==> config.mk <==
export PLATFORM = sky130hd
export DESIGN_NAME = predictor_update_ctrl
export DESIGN_NICKNAME = d
export VERILOG_FILES = /design/src/rtl/predictor_update_ctrl.sv
export SDC_FILE = /design/constraint.sdc
export NUM_CORES = 1
export LEC_CHECK = 0
export CAP_MARGIN = 30
export CORE_MARGIN = 8
export CORE_UTILIZATION = 55
export DETAILED_ROUTE_END_ITERATION = 16
export GPL_ROUTABILITY_DRIVEN = 0
export HOLD_SLACK_MARGIN = 0.06
export PLACE_DENSITY = 0.86
export REMOVE_ABC_BUFFERS = 1
export SYNTH_ARGS = -nofsm -noshare
export SYNTH_HDL_FRONTEND = slang
export SYNTH_SLANG_ARGS = --single-unit
==> constraint.sdc <==
create_clock -name clk -period 6.4 [get_ports clk]
set_clock_uncertainty 0.05 [all_clocks]
set_input_delay 1.92 -clock clk [delete_from_list [all_inputs] [get_ports clk]]
set_output_delay 1.92 -clock clk [all_outputs]
set_load 0.05 [all_outputs]
Figure 1. Cells colored by class (run 1).
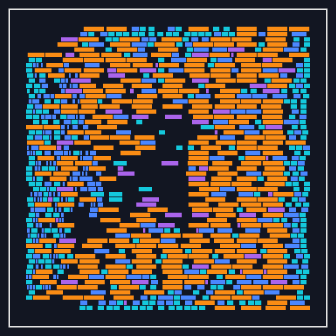
Key: clock drivers and dummy loads = purple [cells 57]; flip-flops = orange [cells 312]; all other logic = blue [cells 284]; other buffers and delay cells = cyan [cells 279]
Util after Layout: 73.4%
core area: 0.0224 mm²
cell row count: 55
design area: 0.0165 mm²
sequential cell area share: 55.3%

Figure 2. Clock distribution (run 1).
The bar under the picture is 50 µm long.
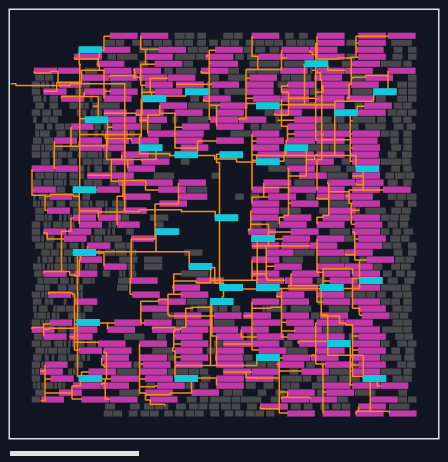
Key: cells driving clock nets = cyan [count 31]; clock wires = orange [length 3,170 µm]; flip-flops = magenta [count 312]
There are 32 routed clock nets.
Insertion Delay late pin: 530 ps
clock network power: 1790 µW
Clock power frac: 42.6%

Figure 3. Metal 4 (run 1).
Cells faint in the background.
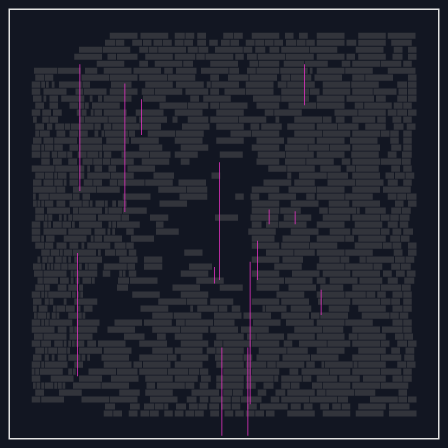
The layer carries 385 µm of wire. The wires run mostly vertical. The longest straight run is 55.1 µm. The layer holds 1.4% of the routed length.
final wirelength: 28,100 µm
Vias: 6,816

==> job_summary.md, run 1 <==
### Yosys + OpenROAD results

| Metric | Value |
|---|---|
| Synth flops | `between 300 and 400` |
| Syn_area_per_cell | `19.8 µm²` |
| Log Warnings | `28` |
| Synth-to-Final Area Change | `32.4%` |
| Flop2flop setup slack | `3880 ps` |
| Critical path class | `input port to primary output` |
| Largest net degree at the start of global routing | `around 66` |
| Met2 GRT Util | `~35%` |
| CP max-delay cell | `clkdlybuf4s50_1` |
| Router iterations before antenna repair | `4` |
| # DRC | `0` |
| Final Slew Violations | `0` |
| Crit end category | `primary output` |
| # nets final | `between 1,000 and 1,500` |
| Synth async-reset ratio | `16.7%` |
| Drt first-iter violations | `346` |
| Filler Cells Inserted | `1,307` |
| Mapped Cells | `between 600 and 700` |
| Crit-path max cell delay | `810 ps` |
| Final Hold Slack | `452 ps` |
| RSZ-0062 raised after global routing | `false` |
| CTS clock-pin slew for the worst setup and hold paths | `60 ps` |
| Combinational fraction of design power | `4.5%` |
| Number of global-route vias before repair | `around 7,600` |
| Leakage power | `between 0.005 and 0.006 µW` |
| Psw | `between 700 and 800 µW` |
| Top cell by count, worst path | `clkdlybuf4s50_1` |
| Slew @ Worst Pin | `836 ps` |
| # IOs | `270` |
| CP Data Required Time | `4430 ps` |
| Die ar. | `0.0277 mm²` |
| Outcome | `complete, no violations` |
| Maximum vdd drop | `0.168 mV` |
| Crit path max-delay family | `buffers and inverters` |
| CP arrival | `3660 ps` |
| Clock buffer depth | `3` |
| Relative slew margins | `between 40% and 50%` |
| Worst Hold Depth | `1` |
| Switching share of power | `18.9%` |
| I/O Buffers | `269` |
| Detail Placement HPWL | `about 18,000 µm` |
| Met1 usage | `24.6%` |
| Final setup fails | `0` |
| Post-synth EDFFs | `around 260` |
| Initial antenna violation count | `2` |
| GRT overflow | `0` |
| Worst min path class | `flip-flop to flip-flop` |
| Final setup margin | `775 ps` |
| Post-CTS Hold Fix Bufs | `0` |
| Yosys stat area | `0.0124 mm²` |
| Routed wire per std cell | `23.1 µm` |
| Top Layout Cells | `clkdlybuf4s50_1, edfxtp_1, mux2_2, mux4_2, nand2_1` |
| Placed cell area | `0.0154 mm²` |
| H-tree depth | `1` |
| Pwr Total | `~4200 µW` |
| Max Fanout on Critical Path | `4` |
| Achievable Freq | `0.178 GHz` |
| Final worst-path cycle share | `~90%` |
| Unique cell types | `35` |
| Root Driver | `clkbuf_16` |
| Critical Path Start Type | `input port` |
| Top Usage Layer GRT | `met2` |
| Register share after synthesis | `between 70% and 80%` |
| Critical path cell sequence | `clkdlybuf4s50_1 > inv_1 > o21ai_4 > and2_1 > clkdlybuf4s50_1` |
| Final min period | `5630 ps` |
| Place WS | `approximately 770 ps` |
| Top cell excl fill/tap | `clkdlybuf4s50_1` |
| Final Non-Filler Cells | `approximately 1,200` |
| Synth Flop Type | `edfxtp_1` |
| Sink Count | `312` |
| GRT met3 Usage | `5.60%` |
| Yosys stat cell total | `628` |
| CP bufs+invs | `3` |
| Reg power frac | `52.9%` |
| Setup_tns | `0 ps` |
| Share of cells above drive strength 1 | `22.1%` |
| Placed Cells | `1,157` |
| Pwr dens | `approximately 250 mW/mm²` |
| First-pass GRT wire length | `43,200 µm` |
| Antenna-violating nets left | `0` |
| Crit path depth | `5` |
| Synthesized cell area | `0.0124 mm²` |
| Reg2reg path depth | `9` |
| Max Cap Violations | `0` |
| Internal power | `3400 µW` |
| Total Routing Usage GR | `19.9%` |
| Synthesis Warnings | `0` |
| DIE WIDTH | `166 µm` |
| Die y size | `166 µm` |
| Post-CTS setup buffer count | `0` |
| CTS tree | `yes` |
| Final hold viol count | `0` |
| Vias/cell | `5.60` |
| Num CTS Buffers | `31` |
| Init Core Util | `55.5%` |
| CTS resizes | `0` |
[run 1: worst register-to-register path, stage by stage (launching register included)]
cell and delay, ps:
dfrtp_1 320, buf_4 340, nand2_1 190, nor3_1 390
ha_1 260, inv_1 60, fa_1 370, xor2_1 150
nor2_1 130, xor2_1 180
[run 1: cells in the mapped netlist (all sizes together) (7+ instances only)]
library cell / instances / share of area, %
mux2: 67 / 6.1
dfrtp: 52 / 10
xnor2: 7 / 0.49
mux4: 65 / 12
and2: 10 / 0.50
nand2: 51 / 1.5
nor2: 9 / 0.29
buf: 27 / 1.7
inv: 9 / 0.27
edfxtp: 260 / 63
o21ai: 24 / 1.0
a221o: 8 / 0.64
[run 1: per-layer routing]
layer	up-vias	routed length, µm
met5	-	10
met4	2	384
met3	30	2420
met2	318	14300
met1	3428	11000
li1	3038	-
[run 1: logic make-up after synthesis]
logic type                 after synthesis  share of synthesized area [%]
muxes                                  134                           18.0
buffers and inverters                   41                           2.10
xor gates and xnor gates                13                          0.915
DFF                                    312                           73.2
AOI/OAI and AO/OA                       36                           1.85
and+or+nand+nor                         85                           3.18
adders and majority gates                7                          0.764
[run 1: cell type report]
class                      count  area (µm²)  share of cell area (%)
tap                          285         357                    2.16
sequential                   312        9110                    55.3
timing repair buffer         279        2840                    17.2
clock buffer                  42         900                    5.46
multi-input combinational    275        3090                    18.8
antenna                        1        2.50                  0.0152
clock inverter                15         138                   0.836
inverter                       9        33.8                   0.205
[run 1: power by group through the flow]
stage / combinational (µW) / sequential [µW] / clock [µW]
2_1_floorplan: 58.9 / 2260 / 0
3_3_place_gp: 183 / 2260 / 0
3_5_place_dp: 190 / 2260 / 0
4_1_cts: 192 / 2220 / 1830
5_1_grt: 205 / 2220 / 1900
6_report: 190 / 2220 / 1790
==> run 2: changes to the inputs <==
--- a/config.mk
+++ b/config.mk
@@ -7,11 +7,12 @@
 export LEC_CHECK = 0
 export CAP_MARGIN = 30
 export CORE_MARGIN = 8
-export CORE_UTILIZATION = 55
+export CORE_UTILIZATION = 46
+export CTS_CLUSTER_SIZE = 40
 export DETAILED_ROUTE_END_ITERATION = 16
 export GPL_ROUTABILITY_DRIVEN = 0
 export HOLD_SLACK_MARGIN = 0.06
-export PLACE_DENSITY = 0.86
+export PLACE_DENSITY = 0.76
 export REMOVE_ABC_BUFFERS = 1
 export SYNTH_ARGS = -nofsm -noshare
 export SYNTH_HDL_FRONTEND = slang
==> constraint.sdc (replaced) <==
create_clock -name clk -period 4.6 [get_ports clk]
set_clock_uncertainty 0.05 [all_clocks]
set_input_delay 1.38 -clock clk [delete_from_list [all_inputs] [get_ports clk]]
set_output_delay 1.38 -clock clk [all_outputs]
set_load 0.05 [all_outputs]
Figure 4. Clock wiring as the flow saved it (run 2).
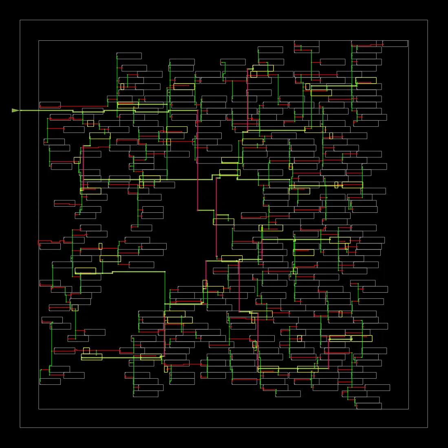
clock buf count: 35
clock network power: 2250 µW
Num CTS Buffers: 30
flop count: 312

Figure 5. Wire density map (run 2).
36 x 36 tiles, from dark blue (low) to red (high), scaled to the fullest tile. Values are wire area over tile area, all layers added.
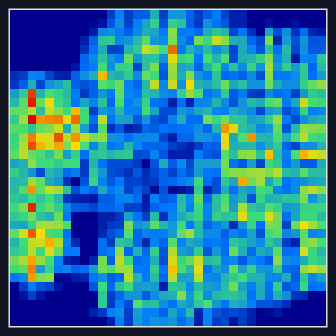
The fullest tile reaches 0.42. The emptiest ninth of the die: north-west. 12% of the tiles are nearly empty.
final wirelength: 26,600 µm
Vias: 6,689
Total Routing Usage GR: 16.2%
Routed wire per std cell: 20.8 µm

==> run 2 against run 1 <==
  * Area after synthesis unchanged
  * Routed wire length decreased by 5.3%
  * Total power is 33% higher
  * Die area grew 18%
  * Register-to-register slack lost 1800 ps
  * Critical path depth decreased by 2
  * Hold slack improved by 13 ps
  * Critical path type is now flip-flop to primary output
  * Highest routed layer is now met4
==> job_summary.md, run 2 <==
### Yosys + OpenROAD results

| Metric | Value |
|---|---|
| Final setup fails | `0 (unchanged)` |
| Detail Placement HPWL | `18,100 µm (was 18,300 µm)` |
| # nets final | `1,087 (was 1,082)` |
| Crit end category | `primary output (unchanged)` |
| Critical Path Start Type | `flip-flop (was input port)` |
| Synth flops | `312 (unchanged)` |
| Yosys stat cell total | `628 (unchanged)` |
| CP Data Required Time | `3170 ps (was 4430 ps)` |
| Placed Cells | `1,222 (was 1,157)` |
| Share of cells above drive strength 1 | `22.0% (was 22.1%)` |
| Drt first-iter violations | `310 (was 346)` |
| GRT overflow | `0 (unchanged)` |
| Switching share of power | `19.1% (was 18.9%)` |
| Area leader share | `62.7% (unchanged)` |
| Mapped Cells | `628 (unchanged)` |
| Place WS | `715 ps (was 772 ps)` |
| Log Warnings | `28 (unchanged)` |
| Post-CTS Hold Fix Bufs | `0 (unchanged)` |
| Syn_area_per_cell | `19.8 µm² (unchanged)` |
| Top cells, area | `edfxtp_1, mux4_2, dfrtp_1 (unchanged)` |
| Final min period | `4300 ps` |
| Largest net degree at the start of global routing | `66 (unchanged)` |
| Initial antenna violation count | `0 (was 2)` |
| # IOs | `270 (unchanged)` |
| Worst Hold Depth | `1 (unchanged)` |
| Unique cell types | `35 (unchanged)` |
| Util after Layout | `61.7% (was 73.4%)` |
| CTS resizes | `0 (unchanged)` |
| Final Non-Filler Cells | `1,276 (was 1,218)` |
| Synth Flop Type | `edfxtp_1 (unchanged)` |
| Antenna-violating nets left | `0 (unchanged)` |
| Top Layout Cells | `clkdlybuf4s50_1, edfxtp_1, mux2_2, mux4_2, nand2_1 (unchanged)` |
| Outcome | `complete, no violations (unchanged)` |
| Max Cap Violations | `0 (unchanged)` |
| Synthesis Warnings | `0 (unchanged)` |
| Reg power frac | `55.1% (was 52.9%)` |
| Root Driver | `clkbuf_16 (unchanged)` |
| Final setup margin | `298 ps (was 775 ps)` |
| Pwr dens | `340 mW/mm² (was 255 mW/mm²)` |
| DIE WIDTH | `180 µm (was 166 µm)` |
| Leakage power | `0.00552 µW (was 0.00555 µW)` |
| Synthesized cell area | `0.0124 mm² (unchanged)` |
| Reg2reg path depth | `5 (was 9)` |
| Number of global-route vias before repair | `7,407 (was 7,578)` |
| Flop2flop setup slack | `2040 ps (was 3880 ps)` |
| Most frequent cells after synthesis | `edfxtp_1, mux2_2, mux4_2 (unchanged)` |
| Internal power | `4530 µW (was 3400 µW)` |
| Clock buffer depth | `3 (unchanged)` |
| Synth-to-Final Area Change | `32.5% (was 32.4%)` |
| Register share after synthesis | `73.2% (unchanged)` |
| Final Slew Violations | `0 (unchanged)` |
| # DRC | `0 (unchanged)` |
| Main logic family after synthesis | `multiplexers (unchanged)` |
| Init Core Util | `46.6% (was 55.5%)` |
| Biggest consumer | `registers (unchanged)` |
| Final hold viol count | `0 (unchanged)` |
| Max Fanout on Critical Path | `24 (was 4)` |
| Xor+xnor area frac | `0.915% (unchanged)` |
| CTS tree | `yes (unchanged)` |
| First-pass GRT wire length | `42,100 µm (was 43,200 µm)` |
| Post-Synth AOI/OAI Area | `1.85% (unchanged)` |
| Vias/cell | `5.24 (was 5.60)` |
Figure 6. Clock distribution (run 2).
The bar under the picture is 50 µm long.
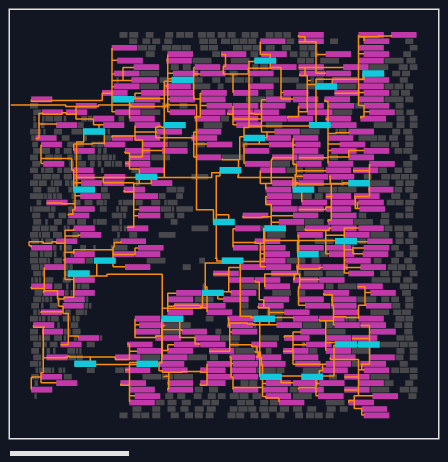
Key: clock wires = orange [length 3,240 µm]; flip-flops = magenta [count 312]; cells driving clock nets = cyan [count 30]
Position of the flops: all over the die. There are 31 routed clock nets.
Clock power frac: 40.2%

[run 2: cell count changes in the layout (fill, tap and decap cells not counted), sizes merged, moves of 2 or more]
cell | previous run | this run
clkdlybuf4s50 | 268 | 266
clkinv | 8 | 13
inv | 11 | 9
buf | 11 | 19
clkinvlp | 3 | 5
clkbuf | 42 | 35
[run 2: area by class of cell]
| cell class | instances | area [µm²] |
|---|---|---|
| Fill cell | 1897 | 10200 |
| Sequential cell | 312 | 9110 |
| Multi-Input combinational cell | 275 | 3090 |
| Timing Repair Buffer | 285 | 2900 |
| Clock buffer | 35 | 791 |
| Tap cell | 341 | 427 |
| Clock inverter | 19 | 125 |
| Inverter | 9 | 33.8 |
[run 2: per-stage QoR]
step	TNS (ps)	cell area, µm²	power [µW]
5_1_grt	0	16500	5800
3_5_place_dp	0	15600	3410
2_1_floorplan	-19140	12200	3230
6_report	0	16500	5600
4_1_cts	0	16500	5670
3_3_place_gp	0	15600	3400
[run 2: worst max-delay path, stage by stage, from the launching register on]
cell             delay (ps)
dfrtp_4                 760
buf_4                   330
mux4_2                  520
clkdlybuf4s50_1         730
[run 2: cells by family after synthesis]
| logic type | Yosys count |
|---|---|
| DFF | 312 |
| muxes | 134 |
| and+or+nand+nor | 85 |
| buffers and inverters | 41 |
| AOI/OAI and AO/OA | 36 |
| xor gates and xnor gates | 13 |
| adders and majority gates | 7 |
[run 2: metal layers]
metal  GRT usage [%]  up-vias  wire length (µm)
met5               0        -                 0
met4            3.01        0               322
met3            5.12       28              2090
met2            27.1      242             12700
met1            20.7     3373             11500
li1                -     3046                 -
Power and IR drop assume default switching activity.
